<file path="src/rtl/wb_ram_arbiter.sv">
// ---------------------------------------------------------------------------
// wb_ram_arbiter
//   Two-master Wishbone arbiter in front of a single RAM slave port.
//   Master 0 is the core, master 1 is the debug/loader port. Ownership is
//   granted per Wishbone cycle: the owner keeps the slave until it drops
//   cyc. Ties are broken round-robin against the previous owner. A stalled
//   beat that is not acknowledged within TIMEOUT_CYCLES counted cycles is
//   aborted, and the owner then sees err instead of ack.
//
// Ports
//   wb_clk_i, rst_ni          clock, asynchronous active-low reset
//   mX_addr_i/wdata_i/we_i/stb_i/cyc_i   master X request (X = 0, 1)
//   mX_rdata_o/ack_o/err_o    master X response
//   s_addr_o/wdata_o/we_o/stb_o/cyc_o    shared request to the RAM
//   s_rdata_i, s_ack_i        RAM response
//   grant_o                   one-hot current owner, 2'b00 when idle
//
// The slave-side request and master responses are combinational views of
// the registered owner/state, so an asynchronous reset clears every output
// immediately without waiting for a clock edge.
// ---------------------------------------------------------------------------
module wb_ram_arbiter #(
    parameter int WB_ADDR_WIDTH  = 32,
    parameter int TIMEOUT_CYCLES = 16
) (
    input  logic                     wb_clk_i,
    input  logic                     rst_ni,
    input  logic [WB_ADDR_WIDTH-1:0] m0_addr_i,
    input  logic [31:0]              m0_wdata_i,
    input  logic                     m0_we_i,
    input  logic                     m0_stb_i,
    input  logic                     m0_cyc_i,
    output logic [31:0]              m0_rdata_o,
    output logic                     m0_ack_o,
    output logic                     m0_err_o,
    input  logic [WB_ADDR_WIDTH-1:0] m1_addr_i,
    input  logic [31:0]              m1_wdata_i,
    input  logic                     m1_we_i,
    input  logic                     m1_stb_i,
    input  logic                     m1_cyc_i,
    output logic [31:0]              m1_rdata_o,
    output logic                     m1_ack_o,
    output logic                     m1_err_o,
    output logic [WB_ADDR_WIDTH-1:0] s_addr_o,
    output logic [31:0]              s_wdata_o,
    output logic                     s_we_o,
    output logic                     s_stb_o,
    output logic                     s_cyc_o,
    input  logic [31:0]              s_rdata_i,
    input  logic                     s_ack_i,
    output logic [1:0]               grant_o
);

    // A zero timeout still needs a one-bit counter to keep the logic legal.
    localparam int CNT_W = (TIMEOUT_CYCLES > 32'sd0) ? $clog2(TIMEOUT_CYCLES + 1) : 1;
    localparam logic [CNT_W-1:0] CNT_MAX   = {CNT_W{1'b1}};
    localparam logic [CNT_W-1:0] CNT_LIMIT = CNT_W'(TIMEOUT_CYCLES);
    localparam logic             TO_EN     = (TIMEOUT_CYCLES > 32'sd0);

    typedef enum logic [1:0] {
        ST_IDLE  = 2'd0,
        ST_BUSY  = 2'd1,
        ST_ABORT = 2'd2
    } state_t;

    state_t           state_r, state_s;
    logic             owner_r, owner_s;   // 0 = m0, 1 = m1
    logic             last_q, last_s;     // owner of the previous cycle
    logic [CNT_W-1:0] cnt_r, cnt_s;

    logic req0_s, req1_s, own_cyc_s, own_stb_s, timeout_hit_s;

    assign req0_s    = m0_cyc_i & m0_stb_i;
    assign req1_s    = m1_cyc_i & m1_stb_i;
    assign own_cyc_s = owner_r ? m1_cyc_i : m0_cyc_i;
    assign own_stb_s = owner_r ? m1_stb_i : m0_stb_i;
    // An ack in the limit cycle takes precedence over the abort.
    assign timeout_hit_s = TO_EN & (cnt_r == CNT_LIMIT) & ~s_ack_i;

    // State, owner, round-robin history and stall counter registers.
    always_ff @(posedge wb_clk_i or negedge rst_ni) begin
        if (!rst_ni) begin
            state_r <= ST_IDLE;
            owner_r <= 1'b0;
            last_q  <= 1'b1;
            cnt_r   <= '0;
        end else begin
            state_r <= state_s;
            owner_r <= owner_s;
            last_q  <= last_s;
            cnt_r   <= cnt_s;
        end
    end

    // Next-state: arbitration, cycle hold, timeout and release.
    always_comb begin
        state_s = state_r;
        owner_s = owner_r;
        last_s  = last_q;
        cnt_s   = cnt_r;
        case (state_r)
            ST_IDLE: begin
                // Clearing here means the counter is zero on entry to BUSY.
                cnt_s = '0;
                if (req0_s || req1_s) begin
                    state_s = ST_BUSY;
                    owner_s = (req0_s && req1_s) ? ~last_q : req1_s;
                end else begin
                    state_s = ST_IDLE;
                end
            end
            ST_BUSY: begin
                if (!own_cyc_s) begin
                    state_s = ST_IDLE;
                    last_s  = owner_r;
                end else if (s_ack_i) begin
                    cnt_s = '0;
                end else if (timeout_hit_s) begin
                    state_s = ST_ABORT;
                end else if (own_stb_s && (cnt_r != CNT_MAX)) begin
                    cnt_s = cnt_r + CNT_W'(1);
                end else begin
                    cnt_s = cnt_r;
                end
            end
            ST_ABORT: begin
                if (!own_cyc_s) begin
                    state_s = ST_IDLE;
                    last_s  = owner_r;
                end else begin
                    state_s = ST_ABORT;
                end
            end
            default: begin
                state_s = ST_IDLE;
                cnt_s   = '0;
            end
        endcase
    end

    // Output routing: mirror the owner in BUSY, report err in ABORT.
    always_comb begin
        s_addr_o   = '0;
        s_wdata_o  = 32'h0000_0000;
        s_we_o     = 1'b0;
        s_stb_o    = 1'b0;
        s_cyc_o    = 1'b0;
        m0_rdata_o = 32'h0000_0000;
        m0_ack_o   = 1'b0;
        m0_err_o   = 1'b0;
        m1_rdata_o = 32'h0000_0000;
        m1_ack_o   = 1'b0;
        m1_err_o   = 1'b0;
        grant_o    = 2'b00;
        case (state_r)
            ST_BUSY: begin
                grant_o = owner_r ? 2'b10 : 2'b01;
                if (owner_r) begin
                    s_addr_o   = m1_addr_i;
                    s_wdata_o  = m1_wdata_i;
                    s_we_o     = m1_we_i;
                    s_stb_o    = m1_stb_i;
                    s_cyc_o    = m1_cyc_i;
                    m1_rdata_o = s_rdata_i;
                    m1_ack_o   = s_ack_i;
                end else begin
                    s_addr_o   = m0_addr_i;
                    s_wdata_o  = m0_wdata_i;
                    s_we_o     = m0_we_i;
                    s_stb_o    = m0_stb_i;
                    s_cyc_o    = m0_cyc_i;
                    m0_rdata_o = s_rdata_i;
                    m0_ack_o   = s_ack_i;
                end
            end
            ST_ABORT: begin
                // Slave is released; a late s_ack_i is not forwarded.
                grant_o = owner_r ? 2'b10 : 2'b01;
                if (owner_r) begin
                    m1_err_o = m1_stb_i;
                end else begin
                    m0_err_o = m0_stb_i;
                end
            end
            ST_IDLE: begin
                grant_o = 2'b00;
            end
            default: begin
                grant_o = 2'b00;
            end
        endcase
    end

endmodule
</file>
<file path="config.mk">
export PLATFORM = sky130hd
export DESIGN_NAME = wb_ram_arbiter
export DESIGN_NICKNAME = d
export VERILOG_FILES = /design/src/rtl/wb_ram_arbiter.sv
export SDC_FILE = /design/constraint.sdc
export NUM_CORES = 1
export LEC_CHECK = 0
export CAP_MARGIN = 20
export CORE_AREA = 8 8 113 115
export DETAILED_ROUTE_END_ITERATION = 10
export DIE_AREA = 0 0 121 123
export PLACE_DENSITY = 0.72
export SLEW_MARGIN = 25
export SYNTH_ARGS = -nofsm -noshare
export SYNTH_HDL_FRONTEND = slang
export SYNTH_SLANG_ARGS = --single-unit
</file>
<file path="constraint.sdc">
create_clock -name wb_clk_i -period 2.7 [get_ports wb_clk_i]
set_clock_uncertainty 0.2 [all_clocks]
set_input_delay 0.27 -clock wb_clk_i [delete_from_list [all_inputs] [get_ports wb_clk_i]]
set_output_delay 0.27 -clock wb_clk_i [all_outputs]
set_load 0.01 [all_outputs]
</file>
**Sequential cells grouped by signal name**

The bar under the picture is 20 um long. Other sequential cells in the stronger grey, the rest of the logic in the fainter grey.
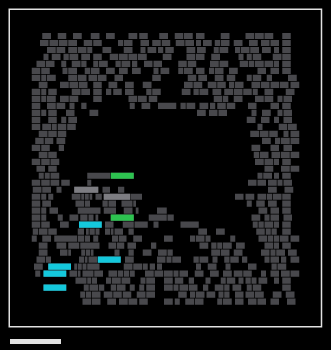
[green] state_r | sequential cells: 2
[cyan] cnt_r | sequential cells: 5 | where: bottom left
post-layout util: 50.1%
register cell area after layout: 230 sq um
flop share of the area: 4.15%
flip-flop and latch power: 0.220 mW

**Signal wires on met2**

The bar under the picture is 20 um long.
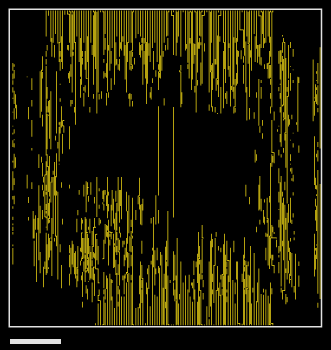
longest straight run: 48.1 um
main direction: vertical
wire length on this layer: 7140 um
share of all routed wire: 53%
nets with wire on the layer: 644
vias post-DR: 3217
met2 demand-to-capacity share in global routing: 31.3%

**Routing congestion map**

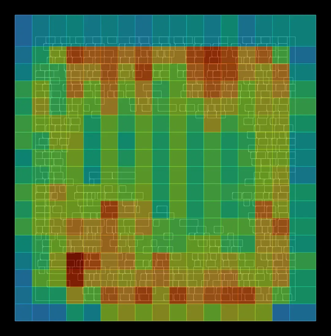
Routed wire per std cell: 18.5 um
most crowded layer after global routing: met2
global-route track usage on met3: 4.06%
total track usage: 16.0%

**The metal 3 layer**

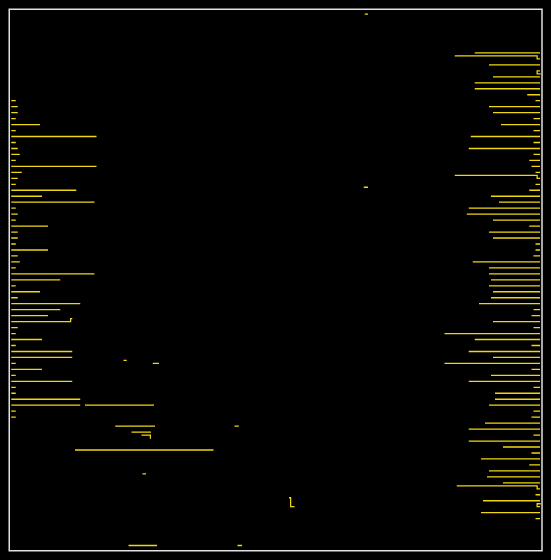
nets with wire on the layer: 142
main direction: horizontal
share of all routed wire: 7.9%
longest straight run: 31.3 um

## worst max-delay path, stage by stage, from the launching register on
cell and delay, ps:
sky130_fd_sc_hd__dfrtp_1 410, sky130_fd_sc_hd__inv_1 100, sky130_fd_sc_hd__ha_2 220, sky130_fd_sc_hd__buf_12 280, sky130_fd_sc_hd__nor2b_1 240, sky130_fd_sc_hd__clkdlybuf4s50_1 570
## placed cells by master, fill, tap and decap left out, types with 2 or more instances in the layout
cell                              synthesis  layout
sky130_fd_sc_hd__buf_12                   0       3
sky130_fd_sc_hd__dfrtp_1                  8       7
sky130_fd_sc_hd__a22o_1                   3       3
sky130_fd_sc_hd__nand2_1                  2       2
sky130_fd_sc_hd__nor3_1                   2       2
sky130_fd_sc_hd__clkdlybuf4s50_1          0     305
sky130_fd_sc_hd__nand2b_1                 2       2
sky130_fd_sc_hd__ha_1                     7       6
sky130_fd_sc_hd__and3_1                  35      35
sky130_fd_sc_hd__nor2b_1                 69      69
sky130_fd_sc_hd__mux2i_1                 68      68
sky130_fd_sc_hd__clkbuf_16                0       3
sky130_fd_sc_hd__nor2_1                   3       3
sky130_fd_sc_hd__a31oi_1                  2       2
sky130_fd_sc_hd__buf_4                    3       3
sky130_fd_sc_hd__nand3b_1                 2       2
sky130_fd_sc_hd__a21oi_1                  4       4
sky130_fd_sc_hd__o41ai_1                  2       2
sky130_fd_sc_hd__and2_1                  34      34
sky130_fd_sc_hd__inv_1                    6       6
## stage by stage
step	total power [mW]	instance area, sq um	util, %
6_report	3.50	5550	50.1
5_1_grt	3.72	5550	50.1
4_1_cts	3.54	5550	50.1
3_5_place_dp	3.26	5470	49.4
3_3_place_gp	3.21	5470	49.4
2_1_floorplan	1.75	2250	-
## flip-flops by register name, indices dropped and copies added (netlist names)
signal   flops
state_r      2
cnt_r        5
last_q       1
owner_r      1
==> flow_summary.json <==
{
  "final.setup.worst_slack_ps": 138,
  "worst_setup_hold_path_clk_slew_ps": 40,
  "top_area_cell_class": "buffers",
  "cts_max_path_buffers": 2,
  "crit_path_end": "s_addr_o[0]",
  "buffer_ports.inserted": 305,
  "number_of_register_bits_inferred_by_synthesis": 9,
  "topCombFamilyByArea": "simple AND/OR/NAND/NOR gates",
  "power_leakage_nw": 2.35,
  "placed_cells": 718,
  "ir_worst_vdd_v": 0.000429,
  "yosys.cell_count.top_type": "sky130_fd_sc_hd__nor2b_1",
  "run_status": "complete, no violations",
  "combinational_group_power_mw": 3.02,
  "clock_power_share_pct": 7.5,
  "p_sw_mw": 1.43,
  "flop-count": 9,
  "ctsResizeCount": 0,
  "power_density_mw_per_mm2": 630,
  "wl_mm": 13.4,
  "worst_hold_slack_ps": 148,
  "wl_met2_mm": 7.14,
  "combAreaFraction_pct": 34.1,
  "globalRoute.totalOverflow": 0,
  "clock-root-buffer": "sky130_fd_sc_hd__clkbuf_16",
  "met3RoutedLength_mm": 1.06,
  "syn-num-nets": 465,
  "fillers": 1066,
  "final_min_period_over_clock_period_pct": 94.9,
  "num-nonclk-buffers": 312,
  "grt_pass1_vias": 3346,
  "max_slew.worst_pin.slew_ps": 644,
  "rsz0062_at_grt": "false",
  "synth.yosys.chip_area_sq_mm": 0.00225,
  "preCtsSetupSlack_ps": 341,
  "xor_area_share_pct": 0,
  "chipHeight_um": 123,
  "synthAdderAreaFrac_pct": 3.88,
  "die.size.x_um": 121,
  "final_nets": 756,
  "combGateArea_sq_mm": 0.00189,
  "timing.setup.critical_path_class": "flop to primary output",
  "cts-buffers-inserted": 3,
  "category_of_the_worst_setup_path_capture_point": "primary output",
  "crit_fanout": 90,
  "cp-start-kind": "flop"
}
Power is estimated from default activity; no workload was simulated.
